$ cat src/rtl/audio_pkg.sv
// Shared audio definitions: note codes, melody entry layout, FSM states and
// the note-to-half-period conversion used by the sequencer.
package audio_pkg;

  localparam int unsigned HP_W = 17;

  typedef enum logic [2:0] {
    NOTE_A    = 3'd0,
    NOTE_B    = 3'd1,
    NOTE_CS   = 3'd2,
    NOTE_D    = 3'd3,
    NOTE_E    = 3'd4,
    NOTE_FS   = 3'd5,
    NOTE_GS   = 3'd6,
    NOTE_REST = 3'd7
  } note_code_t;

  typedef struct packed {
    note_code_t  code;
    logic [3:0]  dur;
  } seq_entry_t;

  localparam int unsigned ENTRY_W = $bits(seq_entry_t);

  typedef enum logic [2:0] {
    ST_IDLE,
    ST_LOAD,
    ST_OFFER,
    ST_PLAY,
    ST_GAP
  } seq_state_t;

  // Integer note frequencies are chosen so that clkHz/(2*f) truncates to the
  // half-periods the tone generator expects at 50 MHz.
  function automatic logic [HP_W-1:0] hp_of(input note_code_t c, input int unsigned clkHz);
    int unsigned freq;
    case (c)
      NOTE_A:  freq = 440;
      NOTE_B:  freq = 493;
      NOTE_CS: freq = 554;
      NOTE_D:  freq = 587;
      NOTE_E:  freq = 659;
      NOTE_FS: freq = 740;
      NOTE_GS: freq = 830;
      default: freq = 0;
    endcase
    return (freq == 0) ? '0 : HP_W'(clkHz / (2 * freq));
  endfunction

  function automatic seq_entry_t mkEntry(input note_code_t c, input logic [3:0] d);
    return '{code: c, dur: d};
  endfunction

  localparam logic [16*ENTRY_W-1:0] DEFAULT_MELODY = {
    mkEntry(NOTE_A, 4'd4),    mkEntry(NOTE_E, 4'd1),
    mkEntry(NOTE_REST, 4'd1), mkEntry(NOTE_A, 4'd2),
    mkEntry(NOTE_B, 4'd1),    mkEntry(NOTE_CS, 4'd1),
    mkEntry(NOTE_D, 4'd1),    mkEntry(NOTE_E, 4'd2),
    mkEntry(NOTE_GS, 4'd1),   mkEntry(NOTE_FS, 4'd1),
    mkEntry(NOTE_REST, 4'd1), mkEntry(NOTE_E, 4'd2),
    mkEntry(NOTE_D, 4'd1),    mkEntry(NOTE_CS, 4'd1),
    mkEntry(NOTE_B, 4'd1),    mkEntry(NOTE_A, 4'd1)
  };

endpackage

$ cat src/rtl/melody_rom.sv
// Melody table: SEQ_LEN entries of {code, dur}, synchronous read.
// Entry i lives in INIT[i*ENTRY_W +: ENTRY_W].
module melody_rom
  import audio_pkg::*;
#(
  parameter int unsigned SEQ_LEN = 16,
  parameter int unsigned IDX_W   = 4,
  parameter logic [SEQ_LEN*ENTRY_W-1:0] INIT = DEFAULT_MELODY[SEQ_LEN*ENTRY_W-1:0]
) (
  input  logic             clk,
  input  logic             rst_n,
  input  logic [IDX_W-1:0] addr_i,
  output seq_entry_t       data_o
);

  seq_entry_t data_q;

  always_ff @(posedge clk or negedge rst_n) begin
    if (!rst_n) begin
      data_q <= '0;
    end else begin
      data_q <= INIT[int'(addr_i)*ENTRY_W +: ENTRY_W];
    end
  end

  assign data_o = data_q;

endmodule

$ cat src/rtl/melody_sequencer.sv
// Walks the melody table, offers each note's half-period over valid/ready and
// times note, rest and articulation gap in clk cycles.
module melody_sequencer
  import audio_pkg::*;
#(
  parameter int unsigned CLOCK_FREQ  = 50_000_000,
  parameter int unsigned BEAT_CYCLES = 12_500_000,
  parameter int unsigned GAP_CYCLES  = 500_000,
  parameter int unsigned SEQ_LEN     = 16,
  parameter logic [SEQ_LEN*ENTRY_W-1:0] MELODY = DEFAULT_MELODY[SEQ_LEN*ENTRY_W-1:0],
  localparam int unsigned IDX_W = (SEQ_LEN > 1) ? $clog2(SEQ_LEN) : 1
) (
  input  logic             clk,
  input  logic             rst_n,
  input  logic             start,
  input  logic             stop,
  input  logic             loop_en,
  output logic             out_valid,
  input  logic             out_ready,
  output logic [HP_W-1:0]  half_period,
  output logic             tone_en,
  output logic [IDX_W-1:0] note_idx,
  output logic             busy,
  output logic             done
);

  localparam int unsigned DUR_W = $clog2(15 * BEAT_CYCLES + 1);
  localparam int unsigned GAP_W = (GAP_CYCLES > 1) ? $clog2(GAP_CYCLES) : 1;
  localparam logic [HP_W-1:0] HP_TAB [8] = '{
    hp_of(NOTE_A, CLOCK_FREQ),  hp_of(NOTE_B, CLOCK_FREQ),
    hp_of(NOTE_CS, CLOCK_FREQ), hp_of(NOTE_D, CLOCK_FREQ),
    hp_of(NOTE_E, CLOCK_FREQ),  hp_of(NOTE_FS, CLOCK_FREQ),
    hp_of(NOTE_GS, CLOCK_FREQ), hp_of(NOTE_REST, CLOCK_FREQ)
  };

  seq_state_t       state_q, state_d;
  logic [IDX_W-1:0] noteIdx_q, noteIdx_d;
  logic [HP_W-1:0]  halfPeriod_q, halfPeriod_d;
  logic             outValid_q, outValid_d;
  logic             toneEn_q, toneEn_d;
  logic             done_q, done_d;
  logic             loadRdy_q, loadRdy_d;
  logic [DUR_W-1:0] durCnt_q, durCnt_d;
  logic [GAP_W-1:0] gapCnt_q, gapCnt_d;
  seq_entry_t       romEntry;
  logic [3:0]       effDur;
  logic [DUR_W-1:0] durLoad;
  logic             lastIdx;
  logic             advance;

  // The ROM registers the entry at noteIdx_q, so LOAD spends its first cycle
  // letting the read settle and decodes the entry in its second cycle.
  melody_rom #(
    .SEQ_LEN (SEQ_LEN),
    .IDX_W   (IDX_W),
    .INIT    (MELODY)
  ) uRom (
    .clk    (clk),
    .rst_n  (rst_n),
    .addr_i (noteIdx_q),
    .data_o (romEntry)
  );

  assign effDur  = (romEntry.dur == 4'd0) ? 4'd1 : romEntry.dur;
  assign durLoad = DUR_W'(32'(effDur) * BEAT_CYCLES - 32'd1);
  assign lastIdx = (noteIdx_q == IDX_W'(SEQ_LEN - 1));

  always_ff @(posedge clk or negedge rst_n) begin
    if (!rst_n) begin
      state_q      <= ST_IDLE;
      noteIdx_q    <= '0;
      halfPeriod_q <= '0;
      outValid_q   <= 1'b0;
      toneEn_q     <= 1'b0;
      done_q       <= 1'b0;
      loadRdy_q    <= 1'b0;
      durCnt_q     <= '0;
      gapCnt_q     <= '0;
    end else begin
      state_q      <= state_d;
      noteIdx_q    <= noteIdx_d;
      halfPeriod_q <= halfPeriod_d;
      outValid_q   <= outValid_d;
      toneEn_q     <= toneEn_d;
      done_q       <= done_d;
      loadRdy_q    <= loadRdy_d;
      durCnt_q     <= durCnt_d;
      gapCnt_q     <= gapCnt_d;
    end
  end

  always_comb begin
    state_d      = state_q;
    noteIdx_d    = noteIdx_q;
    halfPeriod_d = halfPeriod_q;
    outValid_d   = outValid_q;
    toneEn_d     = toneEn_q;
    done_d       = 1'b0;
    loadRdy_d    = 1'b0;
    durCnt_d     = durCnt_q;
    gapCnt_d     = gapCnt_q;
    advance      = 1'b0;

    case (state_q)
      ST_IDLE: begin
        if (start) begin
          state_d   = ST_LOAD;
          noteIdx_d = '0;
        end
      end
      ST_LOAD: begin
        if (!loadRdy_q) begin
          loadRdy_d = 1'b1;
        end else if (romEntry.code == NOTE_REST) begin
          state_d  = ST_PLAY;
          durCnt_d = durLoad;
          toneEn_d = 1'b0;
        end else begin
          state_d      = ST_OFFER;
          halfPeriod_d = HP_TAB[romEntry.code];
          outValid_d   = 1'b1;
        end
      end
      ST_OFFER: begin
        if (out_ready) begin
          state_d    = ST_PLAY;
          outValid_d = 1'b0;
          toneEn_d   = 1'b1;
          durCnt_d   = durLoad;
        end
      end
      ST_PLAY: begin
        if (durCnt_q == '0) begin
          toneEn_d = 1'b0;
          if (GAP_CYCLES > 0) begin
            state_d  = ST_GAP;
            gapCnt_d = GAP_W'(GAP_CYCLES - 1);
          end else begin
            advance = 1'b1;
          end
        end else begin
          durCnt_d = durCnt_q - 1'b1;
        end
      end
      ST_GAP: begin
        if (gapCnt_q == '0) begin
          advance = 1'b1;
        end else begin
          gapCnt_d = gapCnt_q - 1'b1;
        end
      end
      default: state_d = ST_IDLE;
    endcase

    if (advance) begin
      if (!lastIdx) begin
        noteIdx_d = noteIdx_q + 1'b1;
        state_d   = ST_LOAD;
      end else if (loop_en) begin
        noteIdx_d = '0;
        state_d   = ST_LOAD;
      end else begin
        state_d = ST_IDLE;
        done_d  = 1'b1;
      end
    end

    // Abort keeps note_idx and half_period so the last note stays observable.
    if (stop) begin
      state_d    = ST_IDLE;
      outValid_d = 1'b0;
      toneEn_d   = 1'b0;
      done_d     = 1'b0;
    end
  end

  always_comb begin
    out_valid   = outValid_q;
    half_period = halfPeriod_q;
    tone_en     = toneEn_q;
    note_idx    = noteIdx_q;
    busy        = (state_q != ST_IDLE);
    done        = done_q;
  end

endmodule
$ cat config.mk
export PLATFORM = sky130hd
export DESIGN_NAME = melody_sequencer
export DESIGN_NICKNAME = d
export VERILOG_FILES = /design/src/rtl/audio_pkg.sv /design/src/rtl/melody_rom.sv /design/src/rtl/melody_sequencer.sv
export SDC_FILE = /design/constraint.sdc
export NUM_CORES = 1
export LEC_CHECK = 0
export CAP_MARGIN = 5
export CORE_ASPECT_RATIO = 1.5
export CORE_MARGIN = 2
export CORE_UTILIZATION = 61
export DETAILED_ROUTE_END_ITERATION = 6
export PLACE_DENSITY = 0.86
export SLEW_MARGIN = 20
export SYNTH_ARGS = -nofsm -noshare
export SYNTH_HDL_FRONTEND = slang
export SYNTH_SLANG_ARGS = --single-unit
$ cat constraint.sdc
create_clock -name clk -period 4.5 [get_ports clk]
set_input_delay 0.675 -clock clk [delete_from_list [all_inputs] [get_ports clk]]
set_output_delay 0.675 -clock clk [all_outputs]
set_load 0.1 [all_outputs]
==> notes.md <==
The run gives 51.9% for the logic gate fraction of the total cell area. Checking hold timing, the worst path is listed with class primary input to asynchronous set/reset pin. The run gives 0 as the number of buffers inserted for hold repair after clock tree synthesis. Per the detail_route report, DRC violations left total 0. The number of cells on the critical path was 13.

The worst setup path is of the register to register kind. The area fraction in and, or, nand and nor cells was 22.6%; the placed instance count was 735. With the power density of the placed cells at 494 nW/um2, the switching power of the nets is 0.00130 W.

Number of flops mapped to enable cells by yosys: 0. The number of synthesized register bits was 78; the sink count of the clock tree was 78. For reference, full adder, half adder and majority cells occupy 7.48% of the area reported after synthesis. Of all cell types, the one taking the most synthesized area is sky130_fd_sc_hd__dfrtp_1. 31 I/O pins were placed.

According to the finish report, the design has a final net count of 676. Per the placement log, port buffering inserted 29 buffers. The run gives 0 as the number of antenna violations at the first check in global routing. The run reported a max-capacitance violation count of 0. Checking max transition, the worst relative margin is 33.0%.

Sequential cells account for 32.7% of the total power. The most common library cell in the layout ignoring fill and taps was sky130_fd_sc_hd__dfrtp_1. For the final routed database, the setup TNS stands at 0 ps.

In the post-route analysis, the smallest setup slack over all paths is 443 ps. Fraction of the yosys area taken by sequential cells: 36.9%. Data on the critical path is required at its endpoint by 4750 ps. Per the power-grid run, VDD falls by no more than 0.000438 V. The run gives 21.3% for the synthesized-area fraction occupied by ao, oa, aoi and oai cells.

Counting the buffers created by CTS gives 9. After detailed routing, no signal wire sits above met4. Worst flop-to-flop path endpoint: durCnt_q[25]$_DFFE_PN0P_. In this run switching power makes up 44.3% of total power. The global routing's busiest layer was met2. The power report attributes to the clock group a share of 26.1%. The synthesized netlist was found by Yosys to have 631 cells. The master of the slowest instance on the critical path was sky130_fd_sc_hd__fa_1. Summing all placed instances gives a cell area of 5600 um2.

The run gives 4.91% for the met3 usage. The maximum root-to-sink buffer count is 2, and the global router's overall resource usage is 29.8%. The run gives 79 for the largest net degree at the start of global routing.

Family with the most delay on the worst path: AND-OR/OR-AND gates. Detailed placement finished with a half-perimeter wire length of 9470 um. The routed design shows a via density per instance of 6.52. Looking at the cell usage after synthesis, the top flip-flop cell is sky130_fd_sc_hd__dfrtp_1. The most frequent cell after synthesis was sky130_fd_sc_hd__dfrtp_1.

The total chip power was 0.00293 W; the diode insertion count for antenna repair was 0. Ranked by total area, the top cell class in this layout is logic gates. The synthesized netlist contains 68 unique library cells. For the number of max-slew violations in the final report, the log shows 0. The count of nets left with antenna violations once routing finished came out at 0. The first routing iteration left 311 violations.

The finished cells cover 5920 um2. The design has 78 sequential cells. The tools report the synthesized netlist cell count as 631. Wire segments on met3 add up to 599 um in the final route. The origin of the worst setup path was uRom.data_o[2]$_DFF_PN0_.

For reference, the mux area share after synthesis is 2.01%. Per the layout area report, the sequential fraction of cell area is 32.9%. Internal cell power: 0.00163 W. The met2 demand-to-capacity share in global routing was 52.6%; the buffers plus inverters on the worst setup path was 2. After layout, the minimum clock period comes to 4060 ps. For this run, the detailed router's first-pass iteration total came to 5.

Ranked by power, first place goes to combinational logic. The fraction of synthesized cell area in xor and xnor cells works out to 4.47%. The tools report the termination of the worst setup path as durCnt_q[25]$_DFFE_PN0P_.

In the final layout, flip-flops and latches occupy 1950 um2. Non-clock buffer total of the final layout: 34. With the worst setup slack before clock tree synthesis at 534 ps, the count of placed standard cells in the final layout, fillers left out is 751.

Setup repair after global routing left no endpoint under its margin. The floorplan has 41 rows. In this run the horizontal extent of the chip is 80.0 um.

The flow ran to the end, and the final reports show no timing, DRC or antenna violations.
==> images/m4.png <==
Scale: 3 px per um.
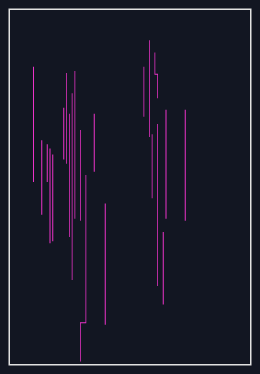
- longest straight run: 61.9 um
- share of all routed wire: 5.4%
- wire length on this layer: 722 um
wire length after detailed routing: 13500 um
vias after detailed routing: 4895

==> images/clock_wires.png <==
Scale: 4 px per um.
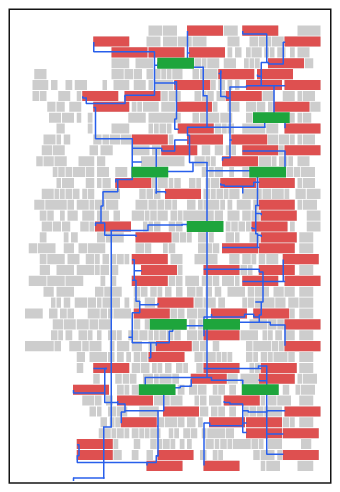
- blue: clock wires (length 955 um)
- red: flip-flops (count 78)
- green: clock-net drivers (count 9)
- routed clock nets: 10
clk ins delay skew pair: 340 ps
power consumed by the clock network: 0.000766 W

==> images/congestion_map.png <==
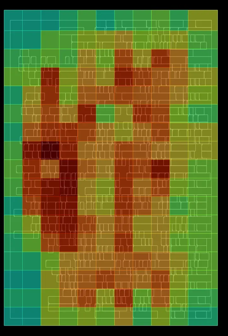
global routing met1 resource utilization: 33.2%
Layout Utilization: 70.4%

==> images/floorplan.png <==
Scale: 4 px per um. Pins as bars on the die edge.
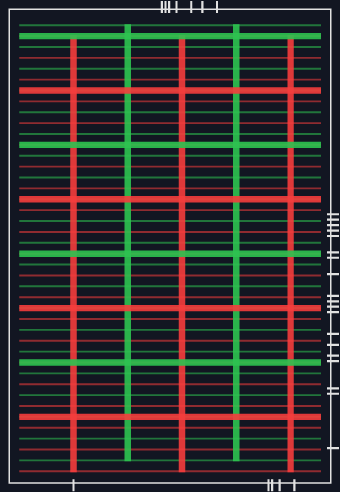
- green: VDD
- red: VSS
- met5 straps: 8
- met1 rails: 42
- rows: 41
- met4 straps: 5
Core Area: 8410 um2
chip height: 118 um

==> images/util_map.png <==
Scale: 2 px per um. The die is cut into 8 by 12 equal tiles; white is low, dark blue is high, 0 to 100% covered.
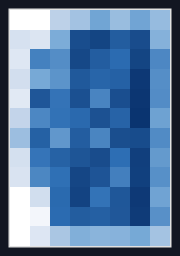
- mean over tiles: 61%
- nearly empty tiles: 5.2%
- tiles over 75% full: 43%
starting utilization of the core area: 62.9%

Power is estimated from default activity; no workload was simulated.
